**Floorplan with the power grid**

Pins as bars on the die edge.
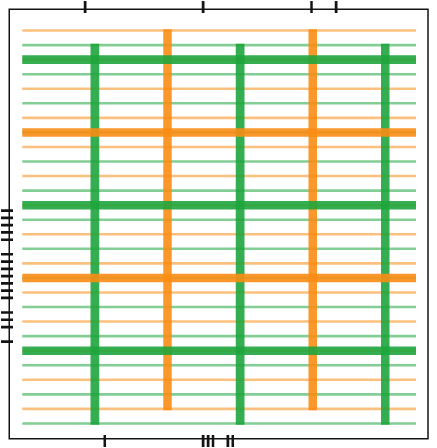
**Clock wiring as the flow saved it**

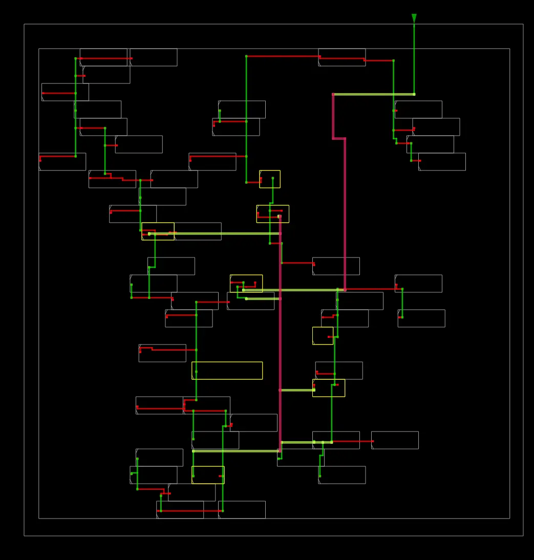
**Gate families picked out**

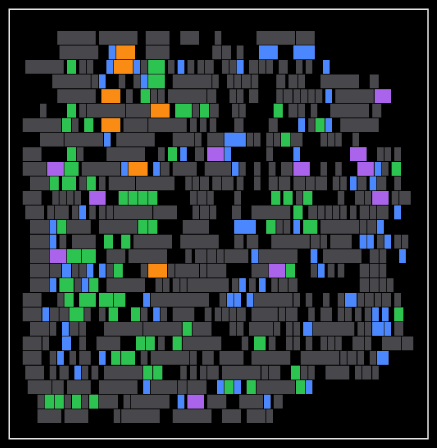
**Cells colored by class**

Scale bar: 20 um. Fill, decap, tap and diode cells in gray.
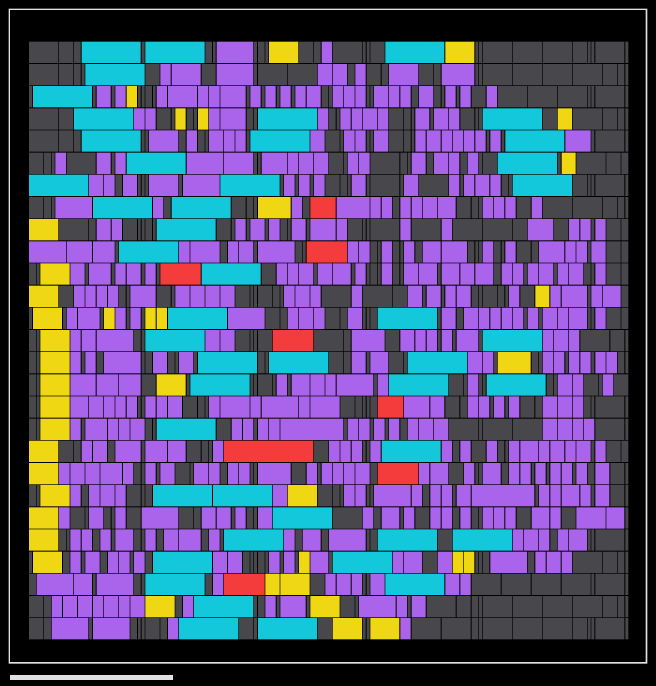
**Close-up of the layout**

Window x 0 to 50, y 30 to 80 um. Cells in gray, sequential cells in the stronger gray; small squares are vias.
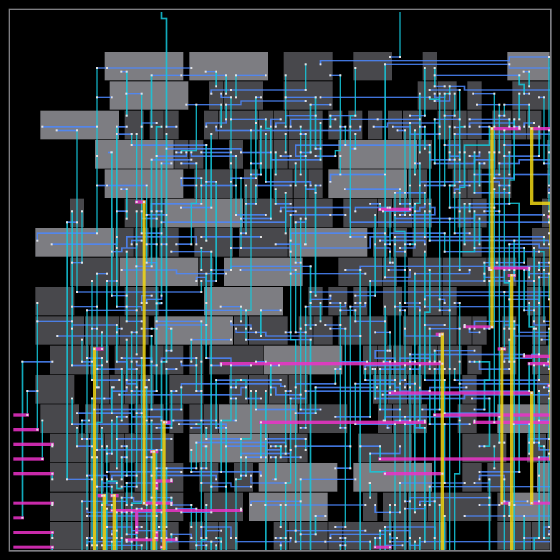
--- src/rtl/clk_div_prog.sv ---
// rtl/clk_div_prog.sv - free-running binary divider chain plus programmable divided clock with period tick
//
// Purpose:
//   chain   : STAGES-bit binary counter; chain[i] toggles at clk / 2^(i+1).
//   out_div : programmable divided clock, high for hi_act cycles out of
//             every div_act cycles.
//   tick    : one-cycle strobe on the last cycle of each out_div period.
//   A new ratio and high-time can be loaded at run time. The new values are
//   held as pending and only take effect at a period boundary, so out_div
//   never produces a runt pulse.
//
// Ports:
//   clk      in   1       system clock, all logic on posedge
//   reset    in   1       synchronous active-high reset
//   en       in   1       count enable; low freezes counters and outputs
//   load     in   1       single-cycle request to capture div_val/hi_val
//   div_val  in   W       requested divide ratio
//   hi_val   in   W       requested high-time
//   chain    out  STAGES  binary divider outputs (registered)
//   out_div  out  1       programmable divided clock (registered)
//   tick     out  1       last-cycle-of-period pulse (registered)
//   busy     out  1       a captured config is waiting for the next boundary

module clk_div_prog #(
    parameter int W           = 8,
    parameter int STAGES      = 3,
    parameter int DEFAULT_DIV = 4,
    parameter int DEFAULT_HI  = 2
) (
    input  logic              clk,
    input  logic              reset,
    input  logic              en,
    input  logic              load,
    input  logic [W-1:0]      div_val,
    input  logic [W-1:0]      hi_val,
    output logic [STAGES-1:0] chain,
    output logic              out_div,
    output logic              tick,
    output logic              busy
);

    localparam logic [W-1:0] DIV_RST = W'(DEFAULT_DIV);
    localparam logic [W-1:0] HI_RST  = W'(DEFAULT_HI);
    localparam logic [W-1:0] ONE     = W'(1);
    localparam logic [W-1:0] TWO     = W'(2);

    // Active and pending configuration, and the position within the period.
    logic [W-1:0] pcnt;
    logic [W-1:0] div_act;
    logic [W-1:0] hi_act;
    logic [W-1:0] div_pend;
    logic [W-1:0] hi_pend;

    // Next-state values shared by the register block.
    logic [W-1:0] div_san;
    logic [W-1:0] hi_san;
    logic         wrap;
    logic         apply;
    logic [W-1:0] pcnt_nxt;
    logic [W-1:0] div_nxt;
    logic [W-1:0] hi_nxt;
    logic         out_nxt;
    logic         tick_nxt;

    always_comb begin
        // Clamp requested values into a legal pair: at least a 2-cycle period,
        // at least one high cycle and at least one low cycle.
        div_san = div_val;
        if (div_val < TWO) begin
            div_san = TWO;
        end
        hi_san = hi_val;
        if (hi_val == '0) begin
            hi_san = ONE;
        end else if (hi_val >= div_san) begin
            hi_san = div_san - ONE;
        end

        wrap  = (pcnt == div_act - ONE);
        // busy only reflects captures from earlier edges, so a load arriving
        // on this very edge is never applied here.
        apply = en && wrap && busy;

        pcnt_nxt = wrap ? '0 : pcnt + ONE;
        div_nxt  = apply ? div_pend : div_act;
        hi_nxt   = apply ? hi_pend  : hi_act;

        // Outputs are registered from the values pcnt/config will hold after
        // this edge, so out_div and tick line up with the stored pcnt.
        out_nxt  = (pcnt_nxt < hi_nxt);
        tick_nxt = (pcnt_nxt == div_nxt - ONE);
    end

    always_ff @(posedge clk) begin
        if (reset) begin
            chain    <= '0;
            pcnt     <= DIV_RST - ONE;
            div_act  <= DIV_RST;
            hi_act   <= HI_RST;
            div_pend <= DIV_RST;
            hi_pend  <= HI_RST;
            busy     <= 1'b0;
            out_div  <= 1'b0;
            tick     <= 1'b0;
        end else begin
            if (en) begin
                chain   <= chain + STAGES'(1);
                pcnt    <= pcnt_nxt;
                div_act <= div_nxt;
                hi_act  <= hi_nxt;
                out_div <= out_nxt;
                tick    <= tick_nxt;
            end else begin
                tick    <= 1'b0;
            end

            // Capture is independent of en. A capture coinciding with an
            // apply replaces the pending slot after its old contents were
            // consumed above, so busy stays set.
            if (load) begin
                div_pend <= div_san;
                hi_pend  <= hi_san;
                busy     <= 1'b1;
            end else if (apply) begin
                busy     <= 1'b0;
            end
        end
    end

endmodule
--- config.mk ---
export PLATFORM = sky130hd
export DESIGN_NAME = clk_div_prog
export DESIGN_NICKNAME = d
export VERILOG_FILES = /design/src/rtl/clk_div_prog.sv
export SDC_FILE = /design/constraint.sdc
export NUM_CORES = 1
export LEC_CHECK = 0
export ABC_AREA = 1
export CORE_AREA = 2 2 76 78
export DETAILED_ROUTE_END_ITERATION = 12
export DIE_AREA = 0 0 78 80
export GPL_TIMING_DRIVEN = 0
export PLACE_DENSITY = 0.9
export RECOVER_POWER = 50
export SLEW_MARGIN = 20
export SYNTH_ARGS = -nofsm -noshare
export SYNTH_HDL_FRONTEND = slang
export SYNTH_SLANG_ARGS = --single-unit
--- constraint.sdc ---
create_clock -name clk -period 5.5 [get_ports clk]
set_input_delay 0.55 -clock clk [delete_from_list [all_inputs] [get_ports clk]]
set_output_delay 0.55 -clock clk [all_outputs]
set_load 0.02 [all_outputs]
==> run notes <==
This note records the results obtained with Yosys and OpenROAD.

Timing
In the finished design, the share of the clock period the worst path needs comes to between 70 and 80%. After layout, the worst setup slack is 1.62 ns.

CTS
Looking at the post-CTS report, the setup buffer insertion count equals 0. The number of clock sinks came to 46. The level count of the clock H-tree is 2. The library cell used as clock root buffer is sky130_fd_sc_hd__clkbuf_8.

Global route
On met2, the global router reports a usage of 55.2%. The number of antenna violations at the first check in global routing is 0. The global routing report lists met3 layer usage as 4.30%.

Outcome
The run finished with clean final reports.

Setup path
The number of cells on the critical path is 22. For flop-to-flop paths, the worst setup slack is 1.62 ns. The type of origin of the critical path is a register. The worst register-to-register path depth is 22. In this design, the stage delay of the slowest critical-path cell is 0.65 ns. The source of the critical timing path is div_act[0]$_SDFFE_PP0P_. The OpenROAD report gives the critical path a required time of 5.75 ns.

Synthesis
Each instance of the synthesized netlist takes up on average 6.58 um^2. The sequential cell area fraction in the yosys report is around 28%. The post-synthesis cell type count is 38. The count of mapped cells out of synthesis is about 500.

Power
The part of the total power dissipated in sequential elements is between 30% and 40%. For the combinational group, total power comes out at approximately 300 uW.

Routing
According to the report, the first pass of detailed routing completed in 5 iterations.

Final layout
The repair_antennas step left the layout with diodes totalling 0.

Die
During I/O placement, the number of pins put on the boundary was 26.
About 'floorplan with the power grid':
legend:
  VDD:
    color: orange
  VSS:
    color: green
met4 straps: 5
rows: 27
peak ir drop on the vdd network: 0.184 mV
horizontal die size: 78 um
Core Box Area: 5410 um^2
height of the chip: 80 um

About 'clock wiring as the flow saved it':
Worst Clk Skew: 0.00787 ns
total clock buffers created by CTS: 5
clk_buf instances: 5
Clk Latency, worst-skew pair: 0.31 ns
layout sequential cell count: 46

About 'gate families picked out':
legend:
  xor and xnor cells:
    color: purple
    cells: 11
  mux cells:
    color: orange
    cells: 7
  aoi and oai cells:
    color: green
    cells: 65
  nor cells:
    color: blue
    cells: 69
    where: spread over the die

About 'cells colored by class':
legend:
  clock drivers and dummy loads:
    color: red
    cells: 8
  remaining logic cells:
    color: purple
    cells: 437
  remaining buffers and delay cells:
    color: yellow
    cells: 39
  registers:
    color: cyan
    cells: 46

About 'close-up of the layout':
legend:
  M1:
    color: blue
  M3:
    color: magenta
  M4:
    color: yellow
  M2:
    color: cyan
netlist names of flops here include: `hi_act` (7), `hi_pend` (6), `div_pend` (4)
most frequent: nand2_1 (46), dfxtp_1 (23)
sequential cells in the window: 23
cells with their middle in the window: 214

## stage by stage
stage	utilization, %	instance area [um^2]	power, mW
5_1_grt	68.4	3700	0.985
3_3_place_gp	66.7	3610	0.670
6_report	68.4	3700	0.934
2_1_floorplan	-	3280	0.596
4_1_cts	68.9	3720	0.940
3_5_place_dp	66.7	3610	0.681
## area by class of cell
| type | instances | area (um^2) |
|---|---|---|
| sequential | 46 | 921 |
| clock buffer | 5 | 68.8 |
| buffer | 15 | 76.3 |
| fill | 495 | 1710 |
| timing repair buffer | 24 | 240 |
| inverter | 67 | 251 |
| tap | 72 | 90.1 |
| clock inverter | 3 | 47.5 |
| multi-input combinational | 370 | 2000 |
No activity file was given, so power comes from the tool's default toggle rates.
